cell_classes.png
Fill, decap, tap and diode cells in grey.
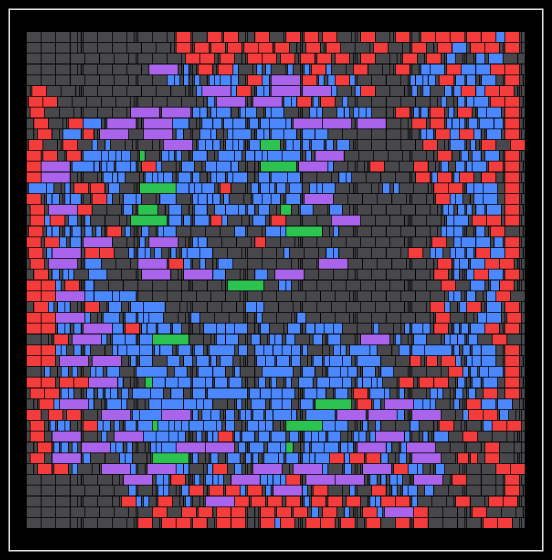
final_clocks.png
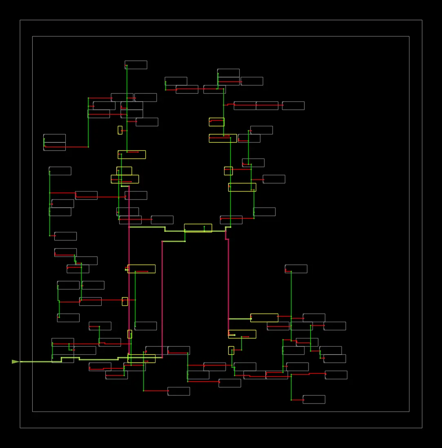
registers.png
Bar = 50 um.
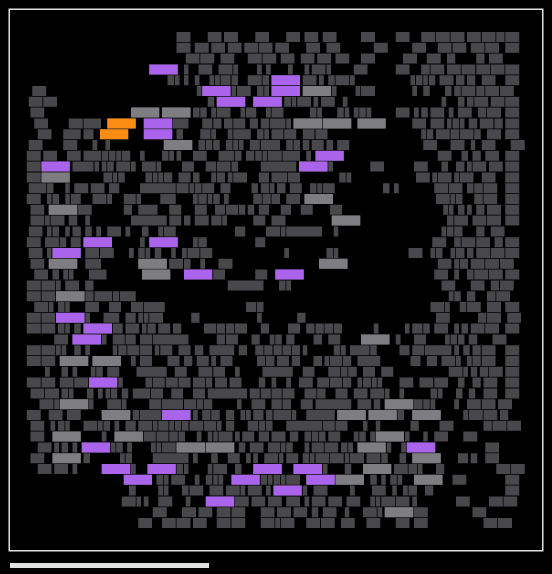
clock_map.png
Bar = 50 um.
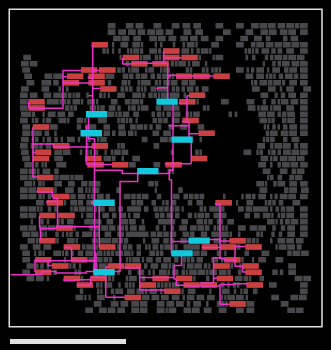
metal_stack.png
Bar = 50 um. Two of the layers only.
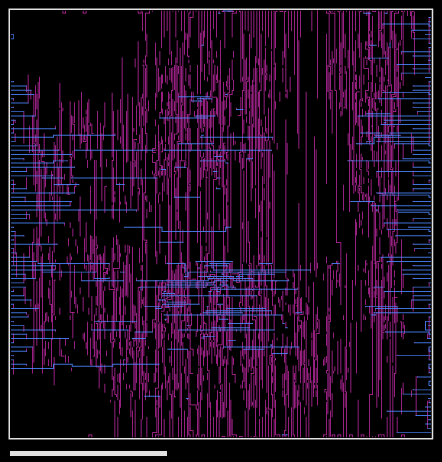
$ cat src/rtl/cpu_types_pkg.sv
// Shared types for the cache-side coherence client: bus word, MSI state and FSM encodings.
package cpu_types_pkg;

  typedef logic [31:0] word_t;

  typedef enum logic [1:0] {
    MSI_I = 2'd0,
    MSI_S = 2'd1,
    MSI_M = 2'd2
  } msi_t;

  typedef enum logic [1:0] {
    IDLE = 2'd0,
    WB   = 2'd1,
    RD   = 2'd2,
    DONE = 2'd3
  } client_state_t;

  typedef enum logic {
    SNP_IDLE = 1'b0,
    SNP_ACT  = 1'b1
  } snoop_state_t;

  // True when a and b fall in the same block; lsb is log2 of the block size in bytes.
  function automatic logic same_block(input word_t a, input word_t b, input int unsigned lsb);
    return ((a ^ b) >> lsb) == 32'd0;
  endfunction

endpackage

$ cat src/rtl/coherence_client_snoop_responder.sv
// Snoop side of the coherence client: tracks a snoop from ccwait rise to fall, picks the
// supply source and muxes dstore/ccwrite between the snoop answer and the miss FSM.
module snoop_responder
  import cpu_types_pkg::*;
#(
  parameter int  BLOCK_WORDS = 2,
  localparam int WW          = $clog2(BLOCK_WORDS)
) (
  input  logic          CLK,
  input  logic          RST,
  input  logic          ccwait,
  input  logic          ccinv,
  input  logic [31:0]   ccsnoopaddr,
  input  logic          probe_hit,
  input  logic          probe_mod,
  input  logic [31:0]   probe_data,
  input  logic [31:0]   wb_data,
  input  logic          in_wb,
  input  logic          in_rd,
  input  logic [31:0]   wb_addr,
  input  logic [31:0]   miss_addr,
  input  logic          dwait,
  input  logic [31:0]   miss_dstore,
  input  logic          miss_ccwrite,
  output logic [31:0]   dstore,
  output logic          ccwrite,
  output logic          snp_upd,
  output logic          snp_inv,
  output logic          victim_sel,
  output logic [WW-1:0] snp_idx,
  output logic          snp_state
);

  snoop_state_t state_q, state_d;
  logic         hit_q, inv_q;
  logic         victim_match, rd_match, act, supply;

  // A block still being filled is not valid yet, so a snoop to it must answer miss.
  assign victim_match = in_wb && same_block(ccsnoopaddr, wb_addr, WW + 2);
  assign rd_match     = in_rd && same_block(ccsnoopaddr, miss_addr, WW + 2);
  assign act          = (state_q == SNP_ACT) && ccwait;
  assign supply       = act && (victim_match || (probe_hit && probe_mod && !rd_match));
  assign victim_sel   = act && victim_match && dwait;
  assign snp_idx      = ccsnoopaddr[WW+1:2];
  assign snp_state    = state_q;

  always_ff @(posedge CLK) begin
    if (RST) begin
      state_q <= SNP_IDLE;
      hit_q   <= 1'b0;
      inv_q   <= 1'b0;
    end else begin
      state_q <= state_d;
      if (ccwait) begin
        hit_q <= probe_hit && !rd_match;
        inv_q <= ccinv;
      end
    end
  end

  always_comb begin
    state_d = state_q;
    snp_upd = 1'b0;
    snp_inv = 1'b0;
    ccwrite = act ? supply : miss_ccwrite;
    dstore  = miss_dstore;
    // The victim word reaches wb_data through the word_idx override while victim_sel is set.
    if (supply) begin
      if (victim_match) begin
        if (dwait) dstore = wb_data;
      end else if (!in_wb || dwait) begin
        dstore = probe_data;
      end
    end
    case (state_q)
      SNP_IDLE: if (ccwait) state_d = SNP_ACT;
      SNP_ACT: begin
        if (!ccwait) begin
          state_d = SNP_IDLE;
          snp_upd = hit_q;
          snp_inv = hit_q && inv_q;
        end
      end
      default: state_d = SNP_IDLE;
    endcase
  end

endmodule

$ cat src/rtl/coherence_client.sv
// Per-core coherence client: miss FSM (victim writeback, then BusRd/BusRdX fill) with its
// word counter, plus the snoop responder answering memory_control snoops in parallel.
module coherence_client
  import cpu_types_pkg::*;
#(
  parameter int  CPUID       = 0,
  parameter int  BLOCK_WORDS = 2,
  localparam int WW          = $clog2(BLOCK_WORDS)
) (
  input  logic          CLK,
  input  logic          RST,
  input  logic          miss_req,
  input  logic [31:0]   miss_addr,
  input  logic          miss_excl,
  input  logic          wb_needed,
  input  logic [31:0]   wb_addr,
  input  logic [31:0]   wb_data,
  output logic [WW-1:0] word_idx,
  output logic          fill_we,
  output logic [31:0]   fill_data,
  output logic          miss_done,
  output logic [31:0]   probe_addr,
  input  logic          probe_hit,
  input  logic          probe_mod,
  input  logic [31:0]   probe_data,
  output logic          snp_upd,
  output logic          snp_inv,
  output logic          dREN,
  output logic          dWEN,
  output logic [31:0]   daddr,
  output logic [31:0]   dstore,
  input  logic [31:0]   dload,
  input  logic          dwait,
  output logic          cctrans,
  output logic          ccwrite,
  input  logic          ccwait,
  input  logic          ccinv,
  input  logic [31:0]   ccsnoopaddr,
  output logic [1:0]    client_state,
  output logic          snoop_state
);

  // Handshake: a bus word is requested while dREN/dWEN is high with daddr/dstore held
  // stable; it completes in the cycle memory_control drives dwait low.
  client_state_t state_q, state_d;
  logic [WW-1:0] cnt_q, cnt_d;
  logic [31:0]   miss_addr_q, wb_addr_q;
  logic          excl_q;
  logic [31:0]   offset;
  logic          last_word;
  logic [31:0]   miss_dstore;
  logic          miss_ccwrite;
  logic          victim_sel;
  logic [WW-1:0] snp_idx;

  assign offset       = {{(30 - WW){1'b0}}, cnt_q, 2'b00};
  assign last_word    = (cnt_q == WW'(BLOCK_WORDS - 1));
  assign fill_data    = dload;
  assign probe_addr   = ccsnoopaddr;
  assign word_idx     = victim_sel ? snp_idx : cnt_q;
  assign client_state = state_q;

  always_ff @(posedge CLK) begin
    if (RST) begin
      state_q     <= IDLE;
      cnt_q       <= '0;
      miss_addr_q <= '0;
      wb_addr_q   <= '0;
      excl_q      <= 1'b0;
    end else begin
      state_q <= state_d;
      cnt_q   <= cnt_d;
      if (state_q == IDLE && miss_req) begin
        miss_addr_q <= miss_addr;
        wb_addr_q   <= wb_addr;
        excl_q      <= miss_excl;
      end
    end
  end

  always_comb begin
    state_d      = state_q;
    cnt_d        = cnt_q;
    dREN         = 1'b0;
    dWEN         = 1'b0;
    daddr        = '0;
    fill_we      = 1'b0;
    miss_done    = 1'b0;
    cctrans      = 1'b0;
    miss_ccwrite = 1'b0;
    miss_dstore  = '0;
    case (state_q)
      IDLE: if (miss_req) state_d = wb_needed ? WB : RD;
      WB: begin
        dWEN        = 1'b1;
        cctrans     = 1'b1;
        daddr       = wb_addr_q + offset;
        miss_dstore = wb_data;
        if (!dwait) begin
          if (last_word) begin
            cnt_d   = '0;
            state_d = RD;
          end else begin
            cnt_d = cnt_q + WW'(1);
          end
        end
      end
      RD: begin
        dREN         = 1'b1;
        cctrans      = 1'b1;
        daddr        = miss_addr_q + offset;
        miss_ccwrite = excl_q;
        fill_we      = !dwait;
        if (!dwait) begin
          if (last_word) begin
            cnt_d   = '0;
            state_d = DONE;
          end else begin
            cnt_d = cnt_q + WW'(1);
          end
        end
      end
      DONE: begin
        miss_done = 1'b1;
        state_d   = IDLE;
      end
      default: state_d = IDLE;
    endcase
  end

  snoop_responder #(.BLOCK_WORDS(BLOCK_WORDS)) u_snoop (
    .CLK          (CLK),
    .RST          (RST),
    .ccwait       (ccwait),
    .ccinv        (ccinv),
    .ccsnoopaddr  (ccsnoopaddr),
    .probe_hit    (probe_hit),
    .probe_mod    (probe_mod),
    .probe_data   (probe_data),
    .wb_data      (wb_data),
    .in_wb        (state_q == WB),
    .in_rd        (state_q == RD),
    .wb_addr      (wb_addr_q),
    .miss_addr    (miss_addr_q),
    .dwait        (dwait),
    .miss_dstore  (miss_dstore),
    .miss_ccwrite (miss_ccwrite),
    .dstore       (dstore),
    .ccwrite      (ccwrite),
    .snp_upd      (snp_upd),
    .snp_inv      (snp_inv),
    .victim_sel   (victim_sel),
    .snp_idx      (snp_idx),
    .snp_state    (snoop_state)
  );

  always_ff @(posedge CLK) begin
    if (!RST) begin
      assert (!(dREN && dWEN))
        else $error("coherence_client%0d: dREN and dWEN both high", CPUID);
    end
  end

endmodule

$ cat config.mk
export PLATFORM = sky130hd
export DESIGN_NAME = coherence_client
export DESIGN_NICKNAME = d
export VERILOG_FILES = /design/src/rtl/cpu_types_pkg.sv /design/src/rtl/coherence_client_snoop_responder.sv /design/src/rtl/coherence_client.sv
export SDC_FILE = /design/constraint.sdc
export NUM_CORES = 1
export LEC_CHECK = 0
export ABC_CLOCK_PERIOD_IN_PS = 9000
export CORE_AREA = 4 4 130 132
export DETAILED_ROUTE_END_ITERATION = 10
export DIE_AREA = 0 0 134 136
export HOLD_SLACK_MARGIN = 0.05
export PLACE_DENSITY = 0.82
export SYNTH_ARGS = -nofsm -noshare
export SYNTH_HDL_FRONTEND = slang
export SYNTH_HIERARCHICAL = 1
export SYNTH_SLANG_ARGS = --single-unit
export TNS_END_PERCENT = 10
$ cat constraint.sdc
create_clock -name CLK -period 9 [get_ports CLK]
set_input_delay 0.9 -clock CLK [delete_from_list [all_inputs] [get_ports CLK]]
set_output_delay 0.9 -clock CLK [all_outputs]
set_load 0.02 [all_outputs]
==> flow_results.org <==
#+TITLE: Implementation results

** Status
- The flow ran to the end, and the final reports show no timing, DRC or antenna violations.

** Logic synthesis
- Among all cell types in the netlist, the one instantiated most often is sky130_fd_sc_hd__nand2_1.
- Of the total synthesized cell area, the portion taken by AND-OR and OR-AND cells is 0.175.
- Adder-cell share of the synthesized area :: 0.0139
- Syn Std Cell Area :: 0.00631 sq mm
- Xor and xnor fraction of the mapped netlist area :: 0.101
- Chip area line of the yosys report :: 0.00631 sq mm
- Commonest flop :: sky130_fd_sc_hd__dfxtp_1
- Counting flops with an async set or reset pin after synthesis yields a share of 0.
- The post-synth register bit count is 71.
- After synthesis, the mean cell area works out to 7.27 sq um.
- Comb area leader :: simple AND/OR/NAND/NOR gates
- Number of cells produced by synthesis :: roughly 870
- Multiplexer share of the synthesized area :: 0.0482
- Number of enable-type register cells in the synthesized netlist :: 0
- Per the synthesis report, the dominant area consumer among library cells is sky130_fd_sc_hd__dfxtp_1.
- Most used standard cells in the synthesized netlist :: sky130_fd_sc_hd__nand2_1 (197), sky130_fd_sc_hd__a21oi_1 (72), sky130_fd_sc_hd__dfxtp_1 (71)
- Share of the yosys chip area belonging to registers :: 0.225
- Largest cells by area after synthesis :: sky130_fd_sc_hd__dfxtp_1 (23%), sky130_fd_sc_hd__nand2_1 (12%), sky130_fd_sc_hd__buf_4 (8.0%)
- When the netlist entered floorplanning its net count stood at 1077.
- Top cell type's share of synthesized area :: 0.225
- Number of distinct library cell variants in the gate-level netlist after synthesis :: 66
- For this run, the number of Yosys warnings is 6.
- For this design, Yosys synthesis ends with a cell count of 868.
- Basic Gates by Area :: 0.315

** Floorplan
- The core region is 0.0157 sq mm.
- FP Core Util :: 0.402
- Tap cells :: 216
- Die X :: 134 um
- 342 I/O pins were placed.
- From bottom edge to top edge, the die measures 136 um.
- Std-Cell Rows :: around 46
- Per the OpenROAD floorplan log, the area of the die is 0.0182 sq mm.

** CTS
- Buffers inserted during clock tree synthesis total 9.
- Once the clock tree was built, the resizer swapped 0 gates to a different size.
- TritonCTS clock tree :: built
- Clock-pin slew was measured on the worst setup and hold paths at 60 ps.
- Counting along the longest clock path gives a buffer depth of 2.
- H-Tree Depth :: 3
- According to the CTS report, the clock sink count is 71.
- Per the CTS log, the root buffer master is sky130_fd_sc_hd__clkbuf_16.
- Hold repair after CTS inserted 0 buffers.
- Buffers added to address setup during post-CTS repair amount to 0.

** Setup path
- The report shows a maximum critical-path fanout of 48.
- On the critical path the data arrives at 4810 ps.
- STA classifies the critical path endpoint as an output port.
- In this run the critical register-to-register path is launched from client_state[0].
- WS Path Type :: flip-flop to output port
- Flop-to-flop setup slack :: ~6000 ps
- Data required time at the worst endpoint :: roughly 8000 ps
- The worst setup path is launched from a flip-flop.
- FF-to-FF End :: u_snoop/hit_q
- The capture point of the critical path was reported as dstore[7].
- Critical Path Start :: client_state[0]
- Counting cells, the worst reg-to-reg path comes to 8.

** Timing
- Setup repair after global routing missed its margin :: no
- Looking at the max-slew report, the worst-margin pin has a slew of 1210 ps.
- Max-slew violations :: 0
- Maximum operating frequency :: 175 MHz
- Adding up every negative setup slack in the final design gives 0 ps.
- Shortest clock period the worst path allows after layout :: 5710 ps
- Of the available clock period, the critical path in the final layout requires 0.635.
- Setup ws final :: around 3300 ps
- The final timing report counts setup violations totalling 0.
- Worst-case hold slack :: 455 ps
- Worst-case headroom to the max-slew limit :: 0.191
- The final hold violation count recorded for this run is 0.

** Cells and area
- Final Non-Filler Cells :: between 1000 and 1500
- Of the total standard cell area in the layout, the multi-input combinational portion is 0.464.
- Final antenna diode count :: 0
- Highest-count logic cell in the final layout :: sky130_fd_sc_hd__clkdlybuf4s50_1
- Fill cells in the final layout number 1488.
- Dominant logic cell types in the final layout :: sky130_fd_sc_hd__clkdlybuf4s50_1 (272), sky130_fd_sc_hd__nand2_1 (196), sky130_fd_sc_hd__a21oi_1 (71), sky130_fd_sc_hd__dfxtp_1 (71), sky130_fd_sc_hd__xnor2_1 (43)
- Sequential cell area in the final layout :: 0.00142 sq mm
- Share of cells above drive strength 1 :: 0.0516
- Data buffer area share :: 0.311
- Non-clock buffer count :: approximately 280
- In the final layout, excluding clock inverters the inverter count is 12.
- Registers represent a cell area share of 0.159.
- The layout report lists the multi-input gate area as 0.00414 sq mm.
- According to the cell report, the number of logic gates is 668.
- Cell kind with the greatest summed area :: combinational gates
- Final #Nets :: 1251
- Area fraction of clock buffers and clock inverters :: 0.0311
- Layout-stage area growth over the synthesis result :: 41.7%

** Pwr
- Static leakage power :: between 3 and 4 nW
- Per the power-grid run, VDD falls by no more than 0.000242 V.
- The flow reported a cell area power density of 193 mW/mm^2.
- The design draws ~1.7 mW.

** Global routing
- The via count of the first global-routing pass came to 6587.
- Global routing finished with a remaining overflow of 0.
- After global routing, the most crowded layer is met2.
- Largest net degree at the start of global routing :: 72
- In the global route stage, met2 resource usage came out at 0.458.
- Global-route wire length before repair :: 36.1 mm
- Total global routing track utilization :: 0.252
- The global routing report lists met3 layer usage as 0.0522.
- The number of antenna violations at the first check in global routing was 0.
- met1 track demand over resource after global routing is 0.295.

** Drt
- Per the detail_route report, routed wire per instance is 19.0 um.
- Drt via density :: 5.45
- The final route contains about 6900 vias.
- Detailed route wirelength on metal2 :: 11.9 mm
- Per the detail_route report, DRC violations left total 0.
- Metal-1 WL :: 9.08 mm
- The detail route stage leaves a number of antenna-violating nets equal to 0.
- The first routing iteration left approximately 440 violations.
- Per the detail_route log, the uppermost layer with routed signals is met4.
- The detailed router reports a met3 wire length of 2.21 mm.
- Post-Route WL :: 24.0 mm
- For this run, the detailed router's first-pass iteration total came to 6.

** Worst hold path
- The tightest min-delay check is of the flip-flop to flip-flop type.
- Hold path start :: wb_addr_q[2]
- Worst hold path depth :: 2
- Hold-critical path endpoint :: wb_addr_q[2]

** Job
- The logs give a warning total of 30.
- Across the run, the number of max-cap violations was 0.

** Place
- The buffer_ports step reported a buffer count of roughly 270.
- After legalization and detailed placement, the total HPWL measured 19.0 mm.
- Worst Setup Slack post-DPL :: 3470 ps
- Dpl cell area :: 0.00866 sq mm
- At the end of routability-driven placement, the weighted congestion stood at 0.896.
- Placed Cells :: 1247
-- cell_classes.png (at the start) --
class	colour	cells	share of their area
clock drivers and dummy loads	green	16	3.2%
all other logic	blue	680	48%
other buffers and delay cells	red	280	32%
flip-flops	purple	71	16%
final core utilization: 0.569
Finished Cell Area: 0.00894 sq mm

-- final_clocks.png (at the start) --
largest clock skew in the final design: 4.69 ps
clock latency at the later pin of the worst-skew pair: 330 ps
layout clock buffer count: 13
registers: 71
clock group total power: 0.334 mW

-- registers.png (at the start) --
netlist name	colour	flops
client_state	orange	2
miss_addr_q	purple	32

-- clock_map.png (at the start) --
[flip-flops] red | count: 71
[clock wires] magenta | length: 1020 um
[cells driving clock nets] cyan | count: 9
routed clock nets	10
clock network fraction of design power: 0.194

-- metal_stack.png (at the start) --
layer	colour	wire length
met3	blue	2210 um
met2	magenta	11900 um

## report_power, final
part	switching (mW)	leakage (nW)	internal (mW)
clock	0.133	0.136	0.201
combinational	0.512	2.42	0.405
sequential	0.0936	0.583	0.376
## critical path, stage by stage, from the launching register on
cell                              delay [ps]
sky130_fd_sc_hd__dfxtp_1                 370
sky130_fd_sc_hd__inv_1                   130
sky130_fd_sc_hd__ha_2                    680
sky130_fd_sc_hd__buf_4                   600
sky130_fd_sc_hd__nand2_1                 130
sky130_fd_sc_hd__nor4_1                  490
sky130_fd_sc_hd__a21oi_1                 160
sky130_fd_sc_hd__o21ai_2                 960
sky130_fd_sc_hd__a221o_1                 310
sky130_fd_sc_hd__clkdlybuf4s50_1         610
Power and IR drop assume default switching activity.
